<file path="config.mk">
export PLATFORM = sky130hd
export DESIGN_NAME = topk_tracker
export DESIGN_NICKNAME = d
export VERILOG_FILES = /design/src/rtl/topk_pkg.sv /design/src/rtl/topk_insert_net.sv /design/src/rtl/topk_tracker.sv
export SDC_FILE = /design/constraint.sdc
export NUM_CORES = 1
export LEC_CHECK = 0
export ABC_CLOCK_PERIOD_IN_PS = 2700
export CORE_MARGIN = 2
export CORE_UTILIZATION = 45
export CTS_BUF_LIST = sky130_fd_sc_hd__clkbuf_16
export CTS_CLUSTER_SIZE = 25
export DETAILED_ROUTE_END_ITERATION = 8
export HOLD_SLACK_MARGIN = 0.03
export PLACE_DENSITY = 0.7
export SLEW_MARGIN = 20
export SYNTH_ARGS = -nofsm -noshare
export SYNTH_HDL_FRONTEND = slang
export SYNTH_SLANG_ARGS = --single-unit
</file>
<file path="constraint.sdc">
create_clock -name clk -period 2.7 [get_ports clk]
set_input_delay 0.405 -clock clk [delete_from_list [all_inputs] [get_ports clk]]
set_output_delay 0.405 -clock clk [all_outputs]
set_load 0.01 [all_outputs]
</file>
<file path="src/rtl/topk_pkg.sv">
// Shared types and defaults for the top-K tracker and its insertion network.
package topk_pkg;

    localparam int TOPK_DATA_W = 8;
    localparam int TOPK_K      = 4;
    localparam int TOPK_CNT_W  = 8;

    typedef enum logic [1:0] {
        ST_IDLE    = 2'd0,
        ST_COLLECT = 2'd1,
        ST_DONE    = 2'd2
    } state_t;

    function automatic int rank_width(input int k);
        return (k > 1) ? $clog2(k) : 1;
    endfunction

endpackage

</file>
<file path="src/rtl/topk_insert_net.sv">
// Single-sample sorted insert into a K-deep table; purely combinational (0 cycles).
// No flow control: the caller decides whether to commit the next table.
module topk_insert_net
    import topk_pkg::*;
#(
    parameter int DATA_W = TOPK_DATA_W,
    parameter int K      = TOPK_K
) (
    input  logic [K-1:0][DATA_W-1:0] tbl,
    input  logic [K-1:0]             occ,
    input  logic [DATA_W-1:0]        data_in,
    input  logic                     mode_min,
    input  logic                     allow_dup,
    output logic [K-1:0][DATA_W-1:0] tbl_nxt,
    output logic [K-1:0]             occ_nxt
);

    logic [K-1:0] better;
    logic [K-1:0] equal;

    always_comb begin
        for (int i = 0; i < K; i++) begin
            equal[i]  = occ[i] && (tbl[i] == data_in);
            better[i] = !occ[i] || (mode_min ? (data_in < tbl[i]) : (data_in > tbl[i]));
        end
    end

    // Strict comparison means an equal value lands after its equals, keeping dup ordering stable.
    always_comb begin
        logic ins;
        ins     = 1'b0;
        tbl_nxt = tbl;
        occ_nxt = occ;
        if (allow_dup || !(|equal)) begin
            if (better[0]) begin
                tbl_nxt[0] = data_in;
                occ_nxt[0] = 1'b1;
                ins        = 1'b1;
            end
            for (int j = 1; j < K; j++) begin
                if (ins) begin
                    tbl_nxt[j] = tbl[j-1];
                    occ_nxt[j] = occ[j-1];
                end else if (better[j]) begin
                    tbl_nxt[j] = data_in;
                    occ_nxt[j] = 1'b1;
                    ins        = 1'b1;
                end
            end
        end
    end

endmodule

</file>
<file path="src/rtl/topk_tracker.sv">
// Tracks the K most extreme samples of a framed burst and reports one rank at end of burst.
// finish pulses 2 cycles after the last accepted sample; no backpressure, extra valids are ignored.
module topk_tracker
    import topk_pkg::*;
#(
    parameter int DATA_W = TOPK_DATA_W,
    parameter int K      = TOPK_K,
    parameter int CNT_W  = TOPK_CNT_W,
    parameter int RANK_W = rank_width(K)
) (
    input  logic              clk,
    input  logic              rst,
    input  logic              start,
    input  logic [CNT_W-1:0]  count,
    input  logic              mode_min,
    input  logic              allow_dup,
    input  logic              valid,
    input  logic [DATA_W-1:0] data_in,
    input  logic [RANK_W-1:0] rank_sel,
    output logic              busy,
    output logic              finish,
    output logic [DATA_W-1:0] result,
    output logic              found
);

    state_t                    state;
    logic [CNT_W-1:0]          cnt;
    logic [CNT_W-1:0]          cnt_lat;
    logic [CNT_W-1:0]          cnt_inc;
    logic                      mode_lat;
    logic                      dup_lat;
    logic [K-1:0][DATA_W-1:0]  tbl;
    logic [K-1:0]              occ;
    logic [K-1:0][DATA_W-1:0]  tbl_nxt;
    logic [K-1:0]              occ_nxt;
    logic                      rank_hit;

    topk_insert_net #(
        .DATA_W (DATA_W),
        .K      (K)
    ) u_insert (
        .tbl       (tbl),
        .occ       (occ),
        .data_in   (data_in),
        .mode_min  (mode_lat),
        .allow_dup (dup_lat),
        .tbl_nxt   (tbl_nxt),
        .occ_nxt   (occ_nxt)
    );

    assign cnt_inc  = cnt + CNT_W'(1);
    assign busy     = (state != ST_IDLE);
    assign rank_hit = (int'(rank_sel) < K) && occ[rank_sel];

    // The DONE snapshot reads the old table before a same-cycle start clears it.
    always_ff @(posedge clk) begin
        if (rst) begin
            state    <= ST_IDLE;
            cnt      <= '0;
            cnt_lat  <= '0;
            mode_lat <= 1'b0;
            dup_lat  <= 1'b0;
            tbl      <= '0;
            occ      <= '0;
            finish   <= 1'b0;
            result   <= '0;
            found    <= 1'b0;
        end else begin
            finish <= (state == ST_DONE);
            if (state == ST_DONE) begin
                result <= rank_hit ? tbl[rank_sel] : '0;
                found  <= rank_hit;
            end
            if (start) begin
                cnt_lat  <= count;
                mode_lat <= mode_min;
                dup_lat  <= allow_dup;
                tbl      <= '0;
                occ      <= '0;
                cnt      <= '0;
                state    <= (count == '0) ? ST_DONE : ST_COLLECT;
            end else begin
                case (state)
                    ST_COLLECT: begin
                        if (valid) begin
                            tbl <= tbl_nxt;
                            occ <= occ_nxt;
                            cnt <= cnt_inc;
                            if (cnt_inc == cnt_lat) state <= ST_DONE;
                        end
                    end
                    ST_DONE:  state <= ST_IDLE;
                    default:  state <= ST_IDLE;
                endcase
            end
        end
    end

endmodule

</file>
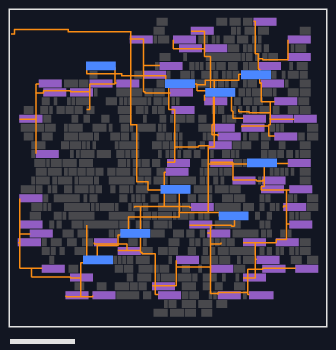
Fig. 1. Clock distribution (run 1).
Bar = 20 µm.
[clock wires] orange | length: 966 µm
[clock-net drivers] blue | count: 9
[flip-flops] purple | count: 66
routed clock nets: 10
Clock net power: 1.25 mW
Clock power frac: 0.484
Final Skew: 0.00647 ns
clk_lat worst skew: 0.33 ns

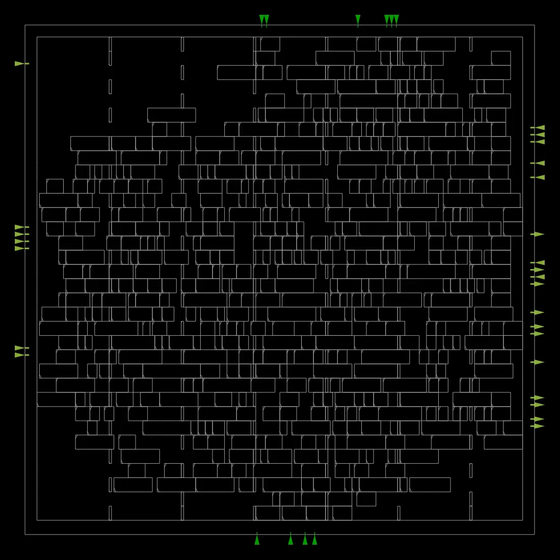
Fig. 2. Cell placement (run 1).
Seq area share: 0.256
non-filler cells, final: 639
final core occ: 0.600
layout sequential cell count: 66

==> ci_impl_report.md, run 1 <==
### Flow metrics

| Metric | Value |
|---|---|
| Run status | completed |
| Leak | between 2 and 2.5 nW |
| Hpwl dp | 7740 µm |
| CTS tree | done |
| Hold Vio Cnt, Final | 0 |
| # clk buffers | 9 |
| # diodes | 0 |
| Area leader share | 0.336 |
| Hold_ws | between 0.4 and 0.5 ns |
| Switch share | 0.243 |
| H-tree Lvls | 3 |
| Max stage delay on crit path | 0.43 ns |
| Met3 routed WL | roughly 560 µm |
| Clk tree area frac | 0.0616 |
| Commonest cells post-synth | dfxtp_1, nor2_1, mux2i_1 |
| Synth-to-Final Area Change | 31.2% |
| Vias/cell | 5.51 |
| CTS Sinks | between 60 and 70 |
| Internal power | 1.96 mW |
| RR Startpoint | tbl[1]$_SDFFE_PP0P_ |
| Adder Area Share | 0.105 |
| Gr ovfl total | 0 |
| Comb area share | 0.474 |
| Clock root buffer | clkbuf_16 |
| Period Utilization, post-route | 0.948 |
| Syn Inst Count | around 440 |
| Combinational gates | about 320 |
| Rel. slew slack | 0.563 |
| Reg clk slew, reported paths | ~0.060 ns |
| Post-synth seq share | 0.336 |
| Top sig layer | met4 |
| Worst path required time | about 3 ns |
| Cell type with the largest total area | dfxtp_1 |
| Largest net degree at the start of global routing | 30 |
| Critical Path Source | data_in[3] |
| Cell area after synthesis | ~0.0039 mm² |
| Final #Nets | 583 |
| Die Ht | a little under 100 µm |
| Signal inverters | 36 |
| Synth warnings | 0 |
| Sequential Area | around 0.0013 mm² |
| AND-OR/OR-AND Cells, Area Fraction | 0.156 |
| Worst hold path depth | 2 |
| Final WS setup | approximately 0.14 ns |
| Final min period | around 2.6 ns |
| Logic cell area | about 0.0024 mm² |
| CTS buffer count | 9 |
| P_sw | approximately 0.63 mW |
| Flop2flop setup slack | 0.18 ns |
| Max power group | the clock network |
| Power density over cell area | 502 mW/mm² |
| GP Congestion | 0.934 |
| Vias in the first global route | about 3500 |
| Non-clock buffer count | about 90 |
| Critical-path maximum fanout | 8 |
| GRT Util Overall | 0.220 |
| Number of enable flip-flop cells | 0 |
| M3 GR Usage | 0.0640 |
| Sequential power | between 1 and 1.5 mW |
| Max Fclk | a little under 400 MHz |
| DRC | 0 |
| Critical Path Most Common Cell | buf_4 |
| RSZ-0062 raised after global routing | false |
| Yosys stat area | about 0.0039 mm² |
| Crit-path cells | clkdlybuf4s50_1 -> buf_4 -> ha_1 -> a21oi_1 -> a21oi_2 -> o31a_1 -> a211oi_2 -> a41oi_2 -> nor2_1 -> buf_4 -> o2bb2ai_1 |
| Largest Register | tbl |
| Maximum clock path buffer count | 2 |
| Async SR Flop Fraction | 0 |
| Fin. max-slew vios | 0 |
| DIE AREA | about 0.0095 mm² |
| Worst setup SP type | primary input |
| Setup crit end | tbl[28]$_SDFFE_PP0P_ |
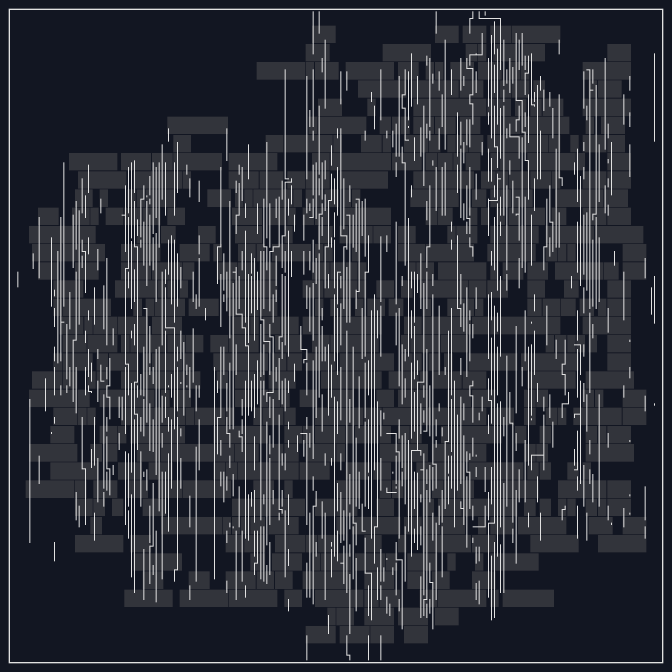
Fig. 3. M2 wires (run 1).
wire length on this layer: 4970 µm
main direction: vertical
share of all routed wire: 48%
longest straight run: 39.1 µm
nets with wire on the layer: 492
Post-Route WL: 10300 µm
GR Util met2: 0.374
DR vias: 3522

==> run 2: changes to the inputs <==
- CORE_UTILIZATION: 45 -> 60
- DONT_BUFFER_PORTS: unset -> 1
- PLACE_DENSITY: 0.7 -> 0.81
==> ci_impl_report.md, run 2 <==
### Flow metrics

| Metric | Value |
|---|---|
| Run status | completed |
| Worst hold path depth | 1 |
| GRT Util Overall | 0.285 |
| Logic cell area | approximately 0.0024 mm² |
| Final WS setup | ~0.16 ns |
| Hold_ws | around 0.14 ns |
| RSZ-0062 raised after global routing | false |
| Gr ovfl total | 0 |
| M3 GR Usage | 0.0720 |
| Hold Vio Cnt, Final | 0 |
| Async SR Flop Fraction | 0 |
| Critical Path Most Common Cell | buf_4 |
| Vias in the first global route | 3225 |
| Clk tree area frac | 0.0661 |
| Signal inverters | 36 |
| RR Startpoint | tbl[6]$_SDFFE_PP0P_ |
| Worst path required time | between 2 and 3 ns |
| Non-clock buffer count | 11 |
| Clk_lat worst skew | ~0.33 ns |
| Synth-to-Final Area Change | 10.2% |
| # clk buffers | 9 |
| Hpwl dp | ~7100 µm |
| Net Count, Synth | approximately 500 |
| DRC | 0 |
| Rel. slew slack | 0.550 |
| GR Util met1 | 0.379 |
| DIE AREA | 0.00722 mm² |
| Critical Path Source | tbl[6]$_SDFFE_PP0P_ |
| Area leader share | 0.336 |
| Met3 routed WL | approximately 670 µm |
| Post-synth seq share | 0.336 |
| Vias/cell | between 6 and 7 |
| Final min period | 2.54 ns |
| Critical-path maximum fanout | 9 |
| Non-filler cells, final | around 530 |
| Max Fclk | between 300 and 400 MHz |
| Adder Area Share | 0.105 |
| Max stage delay on crit path | 0.39 ns |
| Crit-path cells | inv_1 -> ha_1 -> nand4_1 -> a21o_1 -> a211o_1 -> o211a_4 -> buf_4 -> a21oi_4 -> buf_4 -> mux2i_1 -> nor2_1 |
| DP Area | roughly 0.004 mm² |
| Syn Inst Count | roughly 440 |
| GP Congestion | just over 0.9 |
| Cell area after synthesis | between 0.003 and 0.004 mm² |
| Max-cap check violation count | 0 |
| Largest Register | tbl |
| Number of enable flip-flop cells | 0 |
| Die Ht | ~85 µm |
| Most used routing layer | met2 |
| Maximum clock path buffer count | 2 |
| Period Utilization, post-route | 0.940 |
| Sequential Area | 0.00133 mm² |
| Commonest cells post-synth | dfxtp_1, nor2_1, mux2i_1 |
| Largest net degree at the start of global routing | 30 |
| Final Skew | between 0.005 and 0.006 ns |
| Flop2flop setup slack | around 0.16 ns |
| Switch share | 0.238 |
| Yosys stat area | between 0.003 and 0.004 mm² |
| CTS Sinks | around 66 |
| # diodes | 0 |
| Internal power | around 1.8 mW |
| Worst setup SP type | flop |
| Sequential power | around 1.0 mW |
| Setup crit end | occ[1]$_SDFFE_PP0P_ |
| WHS Endpoint | found$_SDFFE_PP0P_ |
| Layout non-clock buf frac | 0.0190 |
| Reg clk slew, reported paths | about 0.05 ns |
| Clock net power | 1.13 mW |
| Combinational gates | 323 |
| AND/OR/NAND/NOR Cells, Area Fraction | 0.153 |
| AND-OR/OR-AND Cells, Area Fraction | 0.156 |
| Max power group | the clock network |
| CTS tree | done |
| Comb area share | 0.556 |
| Clock power frac | 0.480 |
| Synth warnings | 0 |
| Fin. max-slew vios | 0 |
| Layout sequential cell count | roughly 66 |
| Leak | approximately 1.6 nW |
| Power density over cell area | between 500 and 600 mW/mm² |
| H-tree Lvls | 3 |
| Clock root buffer | clkbuf_16 |
| Delay-heaviest family, CP | AND-OR/OR-AND gates |
| Cell type with the largest total area | dfxtp_1 |
| Top sig layer | met4 |
| CTS buffer count | 9 |
| Final #Nets | around 500 |
| Crit Reg-Reg Endpoint | occ[1]$_SDFFE_PP0P_ |
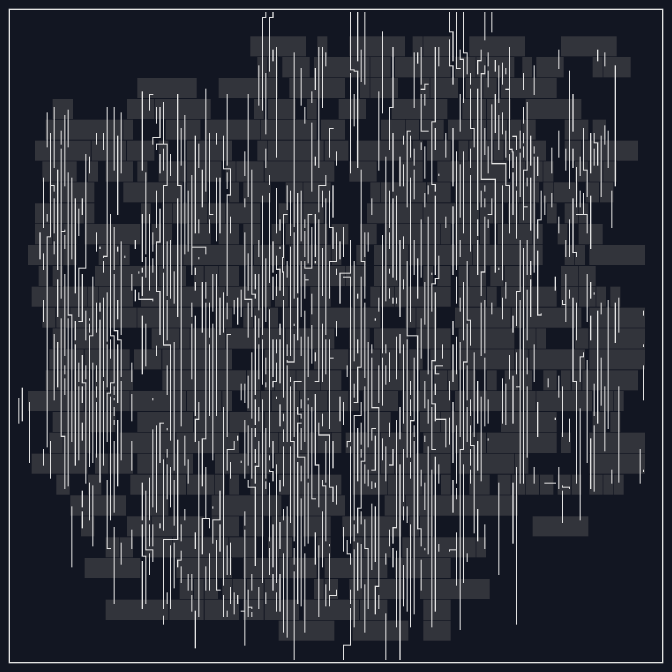
Fig. 4. M2 wires (run 2).
main direction: vertical
longest straight run: 31.3 µm
DR vias: 3353
GR Util met2: 0.443
Post-Route WL: 9890 µm

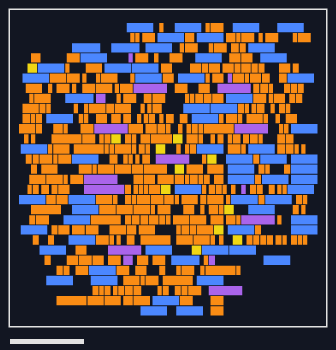
Fig. 5. Cells colored by class (run 2).
Bar = 20 µm.
| class | color | cells | share of their area |
|---|---|---|---|
| remaining buffers and delay cells | yellow | 11 | 1.9% |
| remaining logic cells | orange | 359 | 60% |
| clock drivers and dummy loads | purple | 16 | 6.8% |
| registers | blue | 66 | 31% |
final core occ: 0.683
Seq area share: 0.306
core area: 0.00635 mm²
cell area after layout: 0.00434 mm²
Core Rows: 29

No activity file was given, so power comes from the tool's default toggle rates.
